### Wiring by layer

Drawn at 1 px/um. Only two layers are drawn.
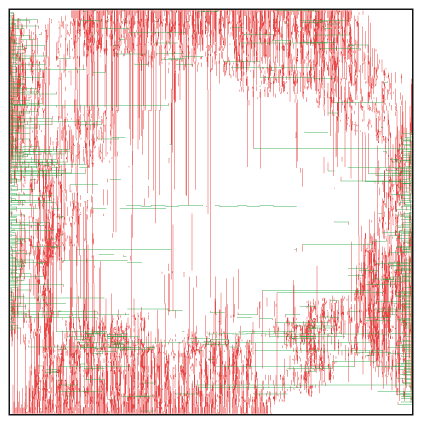
### I/O nets highlighted

Drawn at 1 px/um.
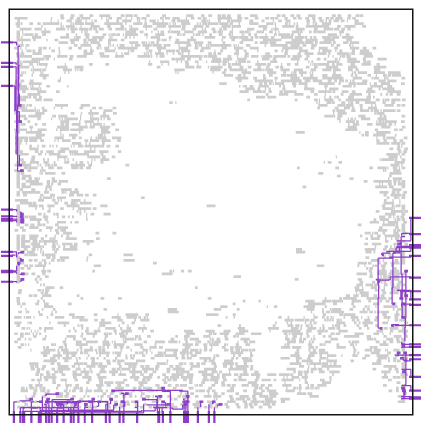
### Pin placement

Drawn at 1 px/um. Pins as bars across the die edge, other pins in grey.
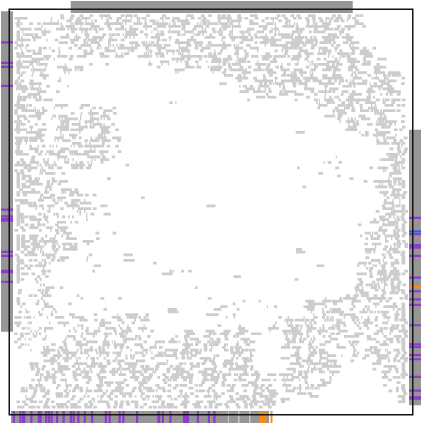
### Cell placement

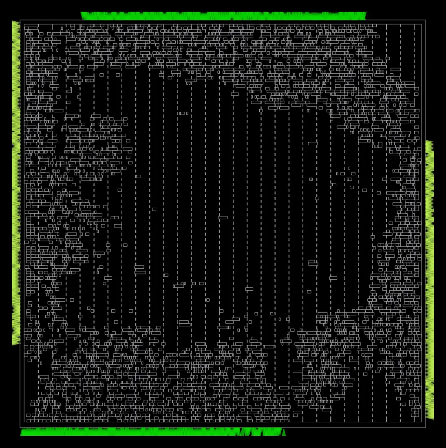
File: config.mk
export PLATFORM = sky130hd
export DESIGN_NAME = exu_wbu
export DESIGN_NICKNAME = d
export VERILOG_FILES = /design/src/rtl/exu_wbu.sv
export SDC_FILE = /design/constraint.sdc
export NUM_CORES = 1
export LEC_CHECK = 0
export ABC_CLOCK_PERIOD_IN_PS = 3200
export CAP_MARGIN = 15
export CORE_AREA = 4 4 398 400
export DETAILED_ROUTE_END_ITERATION = 7
export DIE_AREA = 0 0 402 404
export PLACE_DENSITY = 0.45
export SLEW_MARGIN = 0
export SYNTH_ARGS = -nofsm -noshare
export SYNTH_HDL_FRONTEND = slang
export SYNTH_SLANG_ARGS = --single-unit
File: constraint.sdc
create_clock -name clk -period 3.2 [get_ports clk]
set_input_delay 0.64 -clock clk [delete_from_list [all_inputs] [get_ports clk]]
set_output_delay 0.64 -clock clk [all_outputs]
set_load 0.02 [all_outputs]
File: src/rtl/exu_wbu.sv
// exu_wbu: write-back unit tracking one instruction from issue to retirement,
// driving register-file, CSR, redirect and trap strobes.
module exu_wbu #(
  parameter int TIMEOUT = 255
) (
  input  logic        clk,
  input  logic        rst,
  input  logic        issue_valid,
  output logic        issue_ready,
  input  logic [4:0]  issue_rd,
  input  logic        issue_rf_wen,
  input  logic [2:0]  issue_wbsel,
  input  logic        issue_word,
  input  logic        issue_csr_wen,
  input  logic [11:0] issue_csr_addr,
  input  logic [63:0] issue_pc,
  input  logic        exu_finish,
  input  logic [63:0] alu_out,
  input  logic [63:0] br_out,
  input  logic [63:0] div_out,
  input  logic [63:0] rem_out,
  input  logic [63:0] mul_out,
  input  logic        redirect_valid,
  input  logic [63:0] csr_wdata_rd,
  input  logic [63:0] csr_wdata,
  input  logic [63:0] exu_exception,
  input  logic        flush,
  output logic        rf_wen,
  output logic [4:0]  rf_waddr,
  output logic [63:0] rf_wdata,
  output logic        csr_wen,
  output logic [11:0] csr_waddr,
  output logic [63:0] csr_wdata_o,
  output logic        redirect_o,
  output logic [63:0] redirect_pc,
  output logic        trap_valid,
  output logic [63:0] trap_cause,
  output logic        commit_valid,
  input  logic        commit_ready,
  output logic [63:0] commit_pc,
  output logic [63:0] instret,
  output logic        hang
);
  typedef enum logic [1:0] {IDLE, WAIT, COMMIT} state_t;
  state_t      state_q, state_d;
  logic [4:0]  rd_q, rd_d;
  logic        lrf_q, lrf_d, word_q, word_d, lcsr_q, lcsr_d;
  logic [2:0]  wbsel_q, wbsel_d;
  logic [11:0] caddr_q, caddr_d;
  logic [63:0] pc_q, pc_d, res_q, res_d, br_q, br_d, cwd_q, cwd_d, exc_q, exc_d;
  logic [63:0] instret_q, instret_d;
  logic        redir_q, redir_d, first_q, first_d, hang_q, hang_d;
  logic [31:0] tmo_q, tmo_d, tmo_inc;
  logic [63:0] sel;
  logic        acc, ok;
  always_comb begin
    issue_ready = (state_q == IDLE) || (state_q == COMMIT && commit_ready);
    acc = issue_valid && issue_ready;
    tmo_inc = tmo_q + 32'd1;
    sel = wbsel_q == 3'd0 ? (word_q ? {{32{alu_out[31]}}, alu_out[31:0]} : alu_out) :
          wbsel_q == 3'd1 ? pc_q + 64'd4 :
          wbsel_q == 3'd2 ? div_out :
          wbsel_q == 3'd3 ? rem_out :
          wbsel_q == 3'd4 ? mul_out :
          wbsel_q == 3'd5 ? csr_wdata_rd : 64'd0;
    state_d = state_q;
    rd_d = rd_q;
    lrf_d = lrf_q;
    word_d = word_q;
    lcsr_d = lcsr_q;
    wbsel_d = wbsel_q;
    caddr_d = caddr_q;
    pc_d = pc_q;
    res_d = res_q;
    br_d = br_q;
    cwd_d = cwd_q;
    exc_d = exc_q;
    redir_d = redir_q;
    hang_d = hang_q;
    tmo_d = tmo_q;
    first_d = 1'b0;
    instret_d = (state_q == COMMIT && commit_ready && exc_q == 64'd0) ? instret_q + 64'd1 : instret_q;
    case (state_q)
      WAIT: begin
        tmo_d = tmo_inc;
        if (flush) state_d = IDLE;
        else if (exu_finish) begin
          res_d = sel;
          redir_d = redirect_valid;
          br_d = br_out;
          cwd_d = csr_wdata;
          exc_d = exu_exception;
          first_d = 1'b1;
          state_d = COMMIT;
        end else if (tmo_inc >= 32'(TIMEOUT)) begin
          hang_d = 1'b1;
          state_d = IDLE;
        end
      end
      COMMIT: state_d = commit_ready ? IDLE : COMMIT;
      default: state_d = IDLE;
    endcase
    // a handshake can only happen in IDLE or COMMIT, so it overrides both
    if (acc) begin
      rd_d = issue_rd;
      lrf_d = issue_rf_wen;
      word_d = issue_word;
      lcsr_d = issue_csr_wen;
      wbsel_d = issue_wbsel;
      caddr_d = issue_csr_addr;
      pc_d = issue_pc;
      tmo_d = 32'd0;
      state_d = WAIT;
    end
  end
  always_ff @(posedge clk or negedge rst) begin
    if (!rst) begin
      state_q <= IDLE;
      rd_q <= '0;
      lrf_q <= 1'b0;
      word_q <= 1'b0;
      lcsr_q <= 1'b0;
      wbsel_q <= '0;
      caddr_q <= '0;
      pc_q <= '0;
      res_q <= '0;
      br_q <= '0;
      cwd_q <= '0;
      exc_q <= '0;
      redir_q <= 1'b0;
      first_q <= 1'b0;
      hang_q <= 1'b0;
      tmo_q <= '0;
      instret_q <= '0;
    end else begin
      state_q <= state_d;
      rd_q <= rd_d;
      lrf_q <= lrf_d;
      word_q <= word_d;
      lcsr_q <= lcsr_d;
      wbsel_q <= wbsel_d;
      caddr_q <= caddr_d;
      pc_q <= pc_d;
      res_q <= res_d;
      br_q <= br_d;
      cwd_q <= cwd_d;
      exc_q <= exc_d;
      redir_q <= redir_d;
      first_q <= first_d;
      hang_q <= hang_d;
      tmo_q <= tmo_d;
      instret_q <= instret_d;
    end
  end
  always_comb begin
    ok = state_q == COMMIT && first_q && exc_q == 64'd0;
    rf_wen = ok && lrf_q && rd_q != 5'd0;
    rf_waddr = rd_q;
    rf_wdata = res_q;
    csr_wen = ok && lcsr_q;
    csr_waddr = caddr_q;
    csr_wdata_o = cwd_q;
    redirect_o = ok && redir_q;
    redirect_pc = br_q;
    trap_valid = state_q == COMMIT && first_q && exc_q != 64'd0;
    trap_cause = exc_q;
    commit_valid = state_q == COMMIT;
    commit_pc = pc_q;
    instret = instret_q;
    hang = hang_q;
  end
endmodule

==> Changelog: implementation <==
### Metrics

* Final Power at 0.02543 W
* Leak pwr at 16.06 nW
* Post-Synth Adder-Cell Area at 0.3916%
* Tap cells at 2058
* Worst setup path endpoint: csr_wen
* Vias at 22750
* Synth Warn # at 0
* Inverters at 33
* Async SR Flop Fraction at 100.0%
* Drt drc at 0
* Slew at the pin closest to its max-slew limit at 1.085 ns
* Placed cells at 5520
* R2r setup slk at 0.31 ns
* Clock Pin Slew Worst Setup and Hold Paths at 0.06 ns
* Critical path class: reg2out
* Critical path launch point: trap_cause[45]
* Antenna violations before repair at 46
* Switching share of power at 38.76%
* WL per Instance at 24.91 um
* Fp util at 14.40%
* Vias/cell at 4.033
* Post-synthesis cell count at 2445
* Iteration tally of the first detailed-router pass at 6
* Setup repair after global routing missed its margin: true
* P_int at 0.01557 W
* Final hold slack at 0.4705 ns
* Worst Reg-to-Reg Cells at 8
* Setup_tns at 0 ns
* Compound-Gate Fraction of Synth Area at 9.051%
* Peak VDD IR at 0.4113 mV
* Maxcap violations at 0
* Reg-to-Reg End: state_q[1]
* GRT Max-Usage Layer: met2
* Main flop type: dfrtp_1
* OpenROAD warnings at 34
* Setup repair bufs after CTS at 3
* Layout cells sized above 1 at 10.98%
* CTS tree: built
* Die area at 0.1624 mm2
* Sequential Power Share at 31.8%
* IO Count at 1014
* Met2 Use GR at 28.74%
* Vias in the first global route at 23040
* Fraction of area in multi-input gates at 28.06%
* Clk buf depth at 3
* Post-CTS Resized at 38
* GRT Total Usage at 16.57%
* Total gr overflow at 0
* Leading cell kind: non-clock buffers
* Die width at 402 um
* Slew headroom at 27.67%
* Flip-flops at 444
* Count of library flops with an enable pin at 0
* ClkCell Share at 4.984%
* Flops after synth at 444
* Drt first-iter violations at 1428
* Buffer share of cell area at 30.53%
* Status: complete, no violations
* Final Max Tran Viols at 0
* Site Rows at 145
* Yosys chip area at 0.02237 mm2
* CP most frequent cell: buf_6
* PnR worst setup slack at 0.01492 ns
* Critical path cell sequence: nor4_1 -> nand4_1 -> buf_4 -> nor4_4 -> buf_6 -> nand3_4 -> nor2_2 -> buf_6
* Pwr top: combinational cells
* CP max-delay cell: dfrtp_1
* Met2 WL at 68900 um
-- 'Wiring by layer' (at the start) --
[met2] red | wire length: 68.9 mm
[met3] green | wire length: 10800 um

-- 'I/O nets highlighted' (at the start) --
[`csr_wdata_rd`] purple | bits: 64 | direction: input | end cells: 64 | buffers: 64 | wire: 2410 um

-- 'Pin placement' (at the start) --
[`issue_rd`] orange | pins: 5 | direction: input | edge: 4 south, 1 east
[`csr_wdata_rd`] purple | pins: 64 | direction: input | edge: 32 south, 19 east, 13 west
[`issue_ready`] blue | pins: 1 | direction: output | edge: east
all pins by edge: 305 north, 272 south, 235 west, 202 east

-- 'Cell placement' (at the start) --
Core Region: 0.1553 mm2
Non-Filler Instances: 5641
Fillers: 17030

[flip-flops by register name, summed over array words and instances, names as in the netlist]
register	flops
commit_pc	64
csr_wdata_o	64
instret	64
redirect_pc	64
rf_wdata	64
trap_cause	64
tmo_q	32
csr_waddr	12
rf_waddr	5
wbsel_q	3
state_q	2
first_q	1
hang	1
lcsr_q	1
lrf_q	1
redir_q	1
word_q	1
[how the worst min path moves through the flow]
stage	startpoint	endpoint	slack (ns)	cells past startpoint
floorplan	rst	commit_pc[0]	0.34	0
global placement	redirect_pc[22]	redirect_pc[22]	0.46	2
detailed placement	redirect_pc[9]	redirect_pc[9]	0.46	2
CTS	exu_exception[16]	trap_cause[16]	0.43	3
global route	br_out[13]	redirect_pc[13]	0.47	3
finish	redirect_pc[9]	redirect_pc[9]	0.47	2
No activity file was given, so power comes from the tool's default toggle rates.
